### config.mk
export PLATFORM = sky130hd
export DESIGN_NAME = sal_cmd_sched
export DESIGN_NICKNAME = d
export VERILOG_FILES = /design/src/rtl/sal_sched_pkg.sv /design/src/rtl/sal_rr_arbiter.sv /design/src/rtl/sal_cmd_sched.sv
export SDC_FILE = /design/constraint.sdc
export NUM_CORES = 1
export LEC_CHECK = 0
export CORE_MARGIN = 1.5
export CORE_UTILIZATION = 44
export CTS_CLUSTER_SIZE = 8
export DETAILED_ROUTE_END_ITERATION = 10
export PLACE_DENSITY_LB_ADDON = 0.3
export SLEW_MARGIN = 20
export SYNTH_ARGS = -nofsm -noshare
export SYNTH_HDL_FRONTEND = slang
export SYNTH_SLANG_ARGS = --single-unit
### constraint.sdc
create_clock -name clk -period 6.1 [get_ports clk]
set_clock_uncertainty 0.15 [all_clocks]
set_input_delay 0.915 -clock clk [delete_from_list [all_inputs] [get_ports clk]]
set_output_delay 0.915 -clock clk [all_outputs]
set_load 0.03 [all_outputs]
### src/rtl/sal_sched_pkg.sv
// Command encoding shared by the channel scheduler and the PHY command encoder.
package sal_sched_pkg;
  typedef enum logic [2:0] {
    NOP = 3'd0,
    ACT = 3'd1,
    RD  = 3'd2,
    WR  = 3'd3,
    PRE = 3'd4,
    REF = 3'd5
  } cmd_e;
endpackage

### src/rtl/sal_rr_arbiter.sv
// Round-robin pick of the first requester at or after ptr; purely combinational.
// Several instances share one pointer so fairness is tracked per channel, not per class.
module sal_rr_arbiter #(
  parameter int N  = 4,
  parameter int IW = $clog2(N)
) (
  input  logic [N-1:0]  req,
  input  logic [IW-1:0] ptr,
  output logic [N-1:0]  gnt,
  output logic [IW-1:0] gnt_idx,
  output logic          any
);
  always_comb begin
    logic [IW-1:0] idx;
    idx     = '0;
    gnt     = '0;
    gnt_idx = '0;
    any     = 1'b0;
    for (int i = 0; i < N; i++) begin
      idx = ptr + IW'(i);  // wraps naturally, N is a power of two
      if (!any && req[idx]) begin
        any      = 1'b1;
        gnt_idx  = idx;
        gnt[idx] = 1'b1;
      end
    end
  end
endmodule

### src/rtl/sal_cmd_sched.sv
// Channel command scheduler: same-cycle grant to one bank, command bus registered one cycle later.
// No backpressure from the PHY; ineligible or losing requests are simply not granted this cycle.
module sal_cmd_sched
  import sal_sched_pkg::*;
#(
  parameter int NUM_BANKS  = 4,
  parameter int BA_WIDTH   = 2,
  parameter int RA_WIDTH   = 14,
  parameter int CA_WIDTH   = 10,
  parameter int TCNT_WIDTH = 4
) (
  input  logic                          clk,
  input  logic                          rst,
  input  logic [NUM_BANKS-1:0]          act_req_i,
  input  logic [NUM_BANKS-1:0]          rd_req_i,
  input  logic [NUM_BANKS-1:0]          wr_req_i,
  input  logic [NUM_BANKS-1:0]          pre_req_i,
  input  logic [NUM_BANKS-1:0]          ref_req_i,
  input  logic [NUM_BANKS*RA_WIDTH-1:0] ra_i,
  input  logic [NUM_BANKS*CA_WIDTH-1:0] ca_i,
  output logic [NUM_BANKS-1:0]          act_gnt_o,
  output logic [NUM_BANKS-1:0]          rd_gnt_o,
  output logic [NUM_BANKS-1:0]          wr_gnt_o,
  output logic [NUM_BANKS-1:0]          pre_gnt_o,
  output logic [NUM_BANKS-1:0]          ref_gnt_o,
  input  logic [TCNT_WIDTH-1:0]         t_rrd_i,
  input  logic [TCNT_WIDTH-1:0]         t_ccd_i,
  input  logic [TCNT_WIDTH-1:0]         t_wtr_i,
  input  logic [TCNT_WIDTH-1:0]         t_rtw_i,
  output logic                          cmd_valid_o,
  output cmd_e                          cmd_o,
  output logic [BA_WIDTH-1:0]           cmd_ba_o,
  output logic [RA_WIDTH-1:0]           cmd_addr_o
);
  logic [TCNT_WIDTH-1:0] rrd_cnt, ccd_cnt, wtr_cnt, rtw_cnt;
  logic [BA_WIDTH-1:0]   ptr;

  logic [NUM_BANKS-1:0] rd_el, wr_el, col_el, act_el;
  logic [NUM_BANKS-1:0] ref_g, col_g, act_g, pre_g;
  logic [BA_WIDTH-1:0]  ref_idx, col_idx, act_idx, pre_idx;
  logic                 ref_any, col_any, act_any, pre_any;

  assign rd_el  = rd_req_i  & {NUM_BANKS{(ccd_cnt == '0) && (wtr_cnt == '0)}};
  assign wr_el  = wr_req_i  & {NUM_BANKS{(ccd_cnt == '0) && (rtw_cnt == '0)}};
  assign col_el = rd_el | wr_el;
  assign act_el = act_req_i & {NUM_BANKS{rrd_cnt == '0}};

  sal_rr_arbiter #(.N(NUM_BANKS), .IW(BA_WIDTH)) u_arb_ref (
    .req(ref_req_i), .ptr(ptr), .gnt(ref_g), .gnt_idx(ref_idx), .any(ref_any));
  sal_rr_arbiter #(.N(NUM_BANKS), .IW(BA_WIDTH)) u_arb_col (
    .req(col_el), .ptr(ptr), .gnt(col_g), .gnt_idx(col_idx), .any(col_any));
  sal_rr_arbiter #(.N(NUM_BANKS), .IW(BA_WIDTH)) u_arb_act (
    .req(act_el), .ptr(ptr), .gnt(act_g), .gnt_idx(act_idx), .any(act_any));
  sal_rr_arbiter #(.N(NUM_BANKS), .IW(BA_WIDTH)) u_arb_pre (
    .req(pre_req_i), .ptr(ptr), .gnt(pre_g), .gnt_idx(pre_idx), .any(pre_any));

  cmd_e                sel_cmd;
  logic [BA_WIDTH-1:0] sel_ba;
  logic [RA_WIDTH-1:0] sel_addr;

  always_comb begin
    sel_cmd  = NOP;
    sel_ba   = '0;
    sel_addr = '0;
    // nothing is eligible while reset is held, even though counters read as met
    if (!rst) begin
      if (ref_any) begin
        sel_cmd = REF;
        sel_ba  = ref_idx;
      end else if (col_any) begin
        sel_cmd = rd_el[col_idx] ? RD : WR;
        sel_ba  = col_idx;
      end else if (act_any) begin
        sel_cmd = ACT;
        sel_ba  = act_idx;
      end else if (pre_any) begin
        sel_cmd = PRE;
        sel_ba  = pre_idx;
      end
    end
    if (sel_cmd == ACT)
      sel_addr = ra_i[int'(sel_ba)*RA_WIDTH +: RA_WIDTH];
    else if (sel_cmd == RD || sel_cmd == WR)
      sel_addr = RA_WIDTH'(ca_i[int'(sel_ba)*CA_WIDTH +: CA_WIDTH]);
  end

  logic [NUM_BANKS-1:0] sel_oh;
  assign sel_oh    = NUM_BANKS'(1) << sel_ba;
  assign act_gnt_o = (sel_cmd == ACT) ? sel_oh : '0;
  assign rd_gnt_o  = (sel_cmd == RD)  ? sel_oh : '0;
  assign wr_gnt_o  = (sel_cmd == WR)  ? sel_oh : '0;
  assign pre_gnt_o = (sel_cmd == PRE) ? sel_oh : '0;
  assign ref_gnt_o = (sel_cmd == REF) ? sel_oh : '0;

  // load t-1 so the next constrained command lands exactly t cycles after this grant
  function automatic logic [TCNT_WIDTH-1:0] next_cnt(input logic load,
                                                     input logic [TCNT_WIDTH-1:0] cnt,
                                                     input logic [TCNT_WIDTH-1:0] t);
    if (load) return (t == '0) ? '0 : t - 1'b1;
    return (cnt == '0) ? cnt : cnt - 1'b1;
  endfunction

  always_ff @(posedge clk or posedge rst) begin
    if (rst) begin
      rrd_cnt     <= '0;
      ccd_cnt     <= '0;
      wtr_cnt     <= '0;
      rtw_cnt     <= '0;
      ptr         <= '0;
      cmd_valid_o <= 1'b0;
      cmd_o       <= NOP;
      cmd_ba_o    <= '0;
      cmd_addr_o  <= '0;
    end else begin
      rrd_cnt     <= next_cnt(sel_cmd == ACT, rrd_cnt, t_rrd_i);
      ccd_cnt     <= next_cnt(sel_cmd == RD || sel_cmd == WR, ccd_cnt, t_ccd_i);
      wtr_cnt     <= next_cnt(sel_cmd == WR, wtr_cnt, t_wtr_i);
      rtw_cnt     <= next_cnt(sel_cmd == RD, rtw_cnt, t_rtw_i);
      if (sel_cmd != NOP) ptr <= sel_ba + 1'b1;
      cmd_valid_o <= (sel_cmd != NOP);
      cmd_o       <= sel_cmd;
      cmd_ba_o    <= sel_ba;
      cmd_addr_o  <= sel_addr;
    end
  end
endmodule

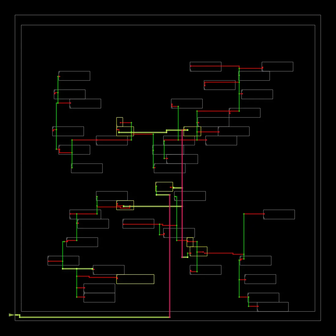
Fig. 1. The clock network (run 1).
clock buffer count in the final layout: 5
clock network power: 0.215 mW
clock net sink count: 38
Skew-Pair Late Insertion Delay: 290 ps

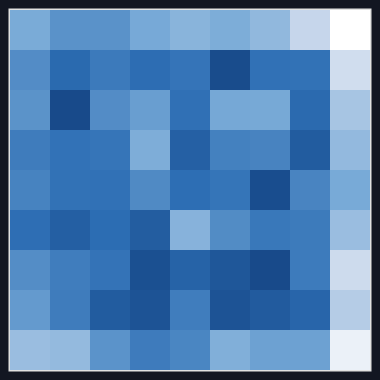
Fig. 2. Cell density map (run 1).
(4 px per um) 9 x 9 tiles, from white (low) to dark blue (high), 0 to 100% covered.
26% of the tiles are over 75% full. The emptiest ninth of the die: top right. 1.2% of the tiles are nearly empty. The mean over all tiles is 63%.
Util after Layout: 71.5%
Pre-Place Util: 45.7%
Core Region: 0.00729 sq mm

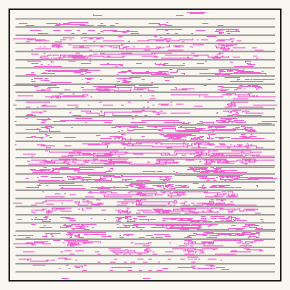
Fig. 3. The metal 1 layer (run 1).
(3 px per um) Supply wires on this layer in grey.
580 nets have wire on it. The longest straight run is 23.0 um. The layer holds 37% of the routed length. The layer carries 3810 um of wire. The wires run mostly horizontal.
met1 global-route usage: 26.8%
via count: 3478
routed wire length: 10300 um

==> flow_metrics.tcl, run 1 <==
# flow metrics
set metrics [dict create \
    worstPathCellList "inv_1 > ha_1 > nor3b_4 > and2_1 > a22o_2 > o21bai_1 > o211a_1 > mux4_2 > a21oi_4 > and2_1 > clkdlybuf4s50_1" \
    synthTopCellsByArea "dfrtp_1 (29%), mux2i_1 (11%), ha_1 (4.5%), a21oi_1 (3.3%), mux2_2 (3.0%)" \
    cts.clk_slew.worst_paths_ps 80 \
    cts-htree-levels 2 \
    critPathLaunchType "flip-flop" \
    enable_flop_cells 0 \
    power.switching_mw 0.480 \
    first_pass_iters 5 \
    final-hold-violation-count 0 \
    fin_setup_tns_ps 0 \
    path_class "reg2out" \
    synth_chip_area_sq_mm 0.00333 \
    hpwl_um 8440 \
    ys_seq_share_pct 28.5 \
    hp-class "reg2reg" \
    grt_pass1_vias 3568 \
    portBuffers 173 \
    crit_buf_inv 2 \
    r2r_end "cmd_addr_o[2]$_DFF_PP0_" \
    warnings 33 \
    avgViaCountPerCell 5.56 \
    reg2reg_depth 11 \
    synth.avg_cell_area_sq_um 9.30 \
    yosys-top-cells-count "dfrtp_1 (38), mux2i_1 (38), a21oi_1 (22)" \
    cp_slowest_stage_delay_ps 670 \
    cts_tree "built" \
    p_per_area_mw_per_mm2 240 \
    grt_overflow_total 0 \
    cts_hold_buf 0 \
    fmax_mhz 194 \
    crit_start "ccd_cnt[0]$_DFFE_PP0P_" \
    crit_slowest_cell "clkdlybuf4s50_1" \
    die_h_um 90.0 \
    grt_use_total_pct 25.6 \
    finalMaxSlewViolations 0 \
    synth_nets 504 \
    rsz0062_at_grt "false" \
    hold_start "ccd_cnt[1]$_DFFE_PP0P_" \
    p_seq_share_pct 31.2 \
    r2r_start "ccd_cnt[0]$_DFFE_PP0P_" \
    tightest_slew_ps 732 \
    antenna_cells 0 \
    setup_viol 0 \
    period_needed_ps 5170 \
    largest_area_cell "dfrtp_1" \
    clk_path_buf_depth 2 \
    p_int_mw 0.770 \
    share_comb_of_total_power_pct 51.6 \
    drive_above_1_share_pct 8.54 \
    postCtsSetupRepairBufs 0 \
    p_clk_share_pct 17.2 \
    antenna_found_initial 0 \
    dieArea_sq_mm 0.00810 \
    ys_ff 38 \
    grt_max_degree 43 \
    timing.max_cap.violations 0 \
    ys_cells 358 \
    hold_path_depth 2 \
    post_cts_resized 0 \
    hold_end "ccd_cnt[1]$_DFFE_PP0P_" \
    yosys.cell_types.count 71 \
    period_used_pct 84.7 \
    postSynth.asyncResetShare_pct 100 \
    synth_area_sq_mm 0.00333 \
    switching_share_pct 38.4 \
    regToRegSetupSlack_ps 2420 \
    ff_type "dfrtp_1" \
    drc 0 \
    worstPathRequired_ps 5030 \
    ir_worst_vdd_uv 103 \
    status "complete, no violations" \
    cts_made_buffers 5 \
]
[run 1: power groups by stage]
stage	sequential, mW	combinational, mW	clock, mW
6_report	0.390	0.645	0.215
5_1_grt	0.402	0.715	0.229
4_1_cts	0.390	0.647	0.219
3_5_place_dp	0.395	0.638	0
3_3_place_gp	0.390	0.619	0
2_1_floorplan	0.381	0.446	0
[run 1: worst max path at each step]
stage	cells after the start	slack [ps]	to
6_report	11	930	wr_gnt_o[3]
5_1_grt	11	710	wr_gnt_o[3]
4_1_cts	10	920	act_gnt_o[3]
3_5_place_dp	10	930	act_gnt_o[3]
3_3_place_gp	10	1000	ref_gnt_o[1]
2_1_floorplan	10	1630	ref_gnt_o[1]
[run 1: stage by stage]
step                      cell area, sq um  instances  setup WS, ps  power, mW  hold WS (ps)
after floorplan                       3330        358          1630      0.828           343
after global placement                5110        618           997       1.01           360
after detailed placement              5110        618           932       1.03           411
after CTS                             5220        626           920       1.26           429
after global routing                  5220        626           707       1.35           455
final                                 5220        626           933       1.25           423
[run 1: state kept, by name, indices dropped and copies added (netlist names), 2 cells and up]
signal,count
rrd_cnt,4
ccd_cnt,4
cmd_addr_o,14
ptr,2
rtw_cnt,4
cmd_ba_o,2
wtr_cnt,4
cmd_o,3
[run 1: placed cells by master (no fill, tap or decap), types with 6 or more instances in the layout]
cell type	synthesis	routed
clkdlybuf4s50_1	0	173
mux2i_1	38	38
dfrtp_1	38	38
a21oi_1	22	22
nand2_1	20	20
nor2_1	18	18
inv_1	18	17
and2_1	14	14
nor3_1	13	13
o21ai_0	13	13
o22ai_1	13	13
ha_1	12	12
mux2_2	9	9
and3_1	8	8
xnor2_1	6	6
[run 1: layout make-up]
class	instances	area, sq um	share of cell area, %
timing repair buffer	176	1750	33.6
clock inverter	3	40.0	0.768
sequential	38	951	18.2
tap	99	124	2.37
inverter	20	76.3	1.46
multi-input combinational	285	2200	42.2
clock buffer	5	68.8	1.32
[run 1: kinds of logic (layout without fill, tap and decap cells)]
group | after synthesis | in the layout | synth area share [%]
flip-flops | 38 | 38 | 28.5
multiplexers | 54 | 54 | 17.3
XOR/XNOR | 6 | 6 | 1.58
AND/OR/NAND/NOR | 109 | 109 | 19.3
AND-OR/OR-AND | 104 | 104 | 23.2
buffers and inverters | 35 | 204 | 5.60
adder cells (fa/ha/maj) | 12 | 12 | 4.51
[run 1: routing by layer]
layer	share of wire (%)	GRT usage, %
met2	54	48.8
met1	37	26.8
met3	7.1	7.19
met4	2.0	7.94
met5	0	0
[run 1: worst register-to-register path, stage by stage (launching register included)]
cell	delay, ps
dfrtp_1	380
inv_1	120
ha_1	190
nor3b_4	400
and2_1	370
a22o_4	220
nand2_1	50
o211a_1	270
o31ai_4	310
buf_4	370
mux2_1	360
a221o_1	360
--- run 2 (diff from run 1) ---
- CORE_UTILIZATION: 44 -> 41
- clock period: 6.1 -> 5.1 ns (I/O delays scaled with it)
==> run 2 against run 1 <==
  * Worst setup slack worse by 720 ps
  * Count of clock-buffer cells in the layout up 1
  * Clock power up 2%
  * Largest cell class unchanged
  * Global-route usage down 1.1 points
  * Worst hold slack worse by 25 ps
  * Flip-flop count unchanged
  * Combinational power up 23%
==> flow_metrics.tcl, run 2 <==
# flow metrics
set metrics [dict create \
    status "complete, no violations" \
    fin_cells 636 \
    final_common_cell "clkdlybuf4s50_1" \
    drc 0 \
    cts_sinks 38 \
    logic_family "AND-OR/OR-AND gates" \
    synth.avg_cell_area_sq_um 9.30 \
    yosys.cell_types.count 71 \
    regToRegSetupSlack_ps 1370 \
    largest_area_cell "dfrtp_1" \
    ff_type "dfrtp_1" \
    grt_pass1_vias 3580 \
    regMostFlops "cmd_addr_o" \
    hpwl_um 8570 \
    synth_chip_area_sq_mm 0.00333 \
    first_pass_iters 4 \
    ff_latch_area_sq_um 951 \
    clk_path_buf_depth 2 \
    hp-class "reg2reg" \
    tightest_slew_ps 703 \
    holdWs_ps 398 \
    die_h_um 93.1 \
    period_used_pct 95.8 \
    period_needed_ps 4890 \
    antenna_cells 0 \
    setup_viol 0 \
    grt_use_total_pct 24.5 \
    r2r_end "cmd_addr_o[7]$_DFF_PP0_" \
    crit_slowest_cell "clkdlybuf4s50_1" \
    r2r_start "ccd_cnt[0]$_DFFE_PP0P_" \
    hold_start "ccd_cnt[1]$_DFFE_PP0P_" \
    crit_buf_inv 3 \
    antenna_found_initial 0 \
    ys_cells 358 \
    synth_nets 504 \
    enable_flop_cells 0 \
    ys_seq_share_pct 28.5 \
    p_per_area_mw_per_mm2 281 \
    yosys-top-cells-count "dfrtp_1 (38), mux2i_1 (38), a21oi_1 (22)" \
]
==> run 2: worst min-delay path by stage <==
| stage | to | slack [ps] |
|---|---|---|
| 2_1_floorplan | ccd_cnt[1]$_DFFE_PP0P_ | 340 |
| 3_3_place_gp | ccd_cnt[1]$_DFFE_PP0P_ | 370 |
| 3_5_place_dp | ccd_cnt[1]$_DFFE_PP0P_ | 390 |
| 4_1_cts | ccd_cnt[1]$_DFFE_PP0P_ | 410 |
| 5_1_grt | ccd_cnt[1]$_DFFE_PP0P_ | 450 |
| 6_report | ccd_cnt[1]$_DFFE_PP0P_ | 400 |
==> run 2: metrics by stage <==
step                utilization (%)  instance area [sq um]  setup TNS [ps]  total power, mW  setup slack (ps)
floorplan                         -                   3330               0            0.990               925
global placement               65.7                   5130               0             1.21               349
detailed placement             65.7                   5130               0             1.25               221
CTS                            66.9                   5220               0             1.47              75.1
global route                   67.3                   5250           -18.2             1.59             -11.6
finish                         67.3                   5250               0             1.48               214
==> run 2: cell families after synthesis <==
family,Yosys count
simple gates,109
xor+xnor,6
mux,54
fa+ha+maj,12
flops,38
buf+inv,35
compound gates,104
==> run 2: per-layer routing <==
metal	up-vias	track usage (%)	wire [um]
met3	18	6.10	744
met5	-	0	0
li1	1700	-	-
met2	129	47.0	5640
met1	1652	26.2	4050
met4	0	6.82	200
==> run 2: final cells by class <==
cell class / instances / share of cell area [%]
clock buffer: 6 / 1.57
clock inverter: 2 / 0.238
inverter: 20 / 1.45
multi-input combinational: 285 / 41.9
sequential: 38 / 18.1
tap: 102 / 2.43
timing repair buffer: 183 / 34.3
==> run 2: worst register-to-register path, cell delays in order (launching register included) <==
cell and delay (ps):
dfrtp_1 380, inv_1 110, ha_1 190, nor3b_4 320, buf_4 180, and2_1 190
a22o_2 210, nor3_4 100, o31a_1 140, o31ai_4 270, buf_4 620, mux2_1 400
a221o_1 340
==> run 2: where the power goes <==
part / total [mW] / switching (mW) / internal [mW]
registers: 0.462 / 0.0792 / 0.383
clock network: 0.220 / 0.111 / 0.109
logic: 0.796 / 0.383 / 0.412
==> run 2: repair_timing <==
action,4_1_cts,5_1_grt
setup buffers,0,4
endpoints found under the hold margin,0,0
resized,0,1
setup endpoints to repair,0,4
hold buffers,0,0
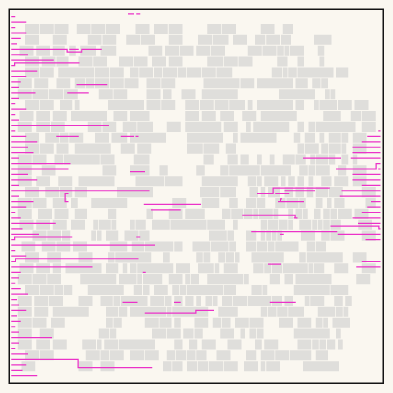
Fig. 4. Signal wires on met3 (run 2).
(4 px per um) Cells faint in the background.
The longest straight run is 35.6 um. 106 nets have wire on it.
met3 Use GR: 6.10%
routed wire length: 10600 um
via count: 3499

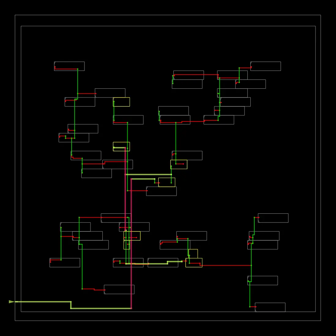
Fig. 5. The clock network (run 2).
CTS buffer count: 5
sequential cells: 38
clock network power: 0.220 mW
clock buffer count in the final layout: 6

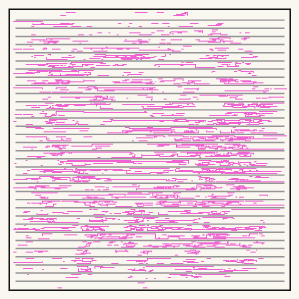
Fig. 6. The metal 1 layer (run 2).
(3 px per um) Supply wires on this layer in grey.
The layer carries 4050 um of wire. 557 nets have wire on it.

Power is estimated from default activity; no workload was simulated.
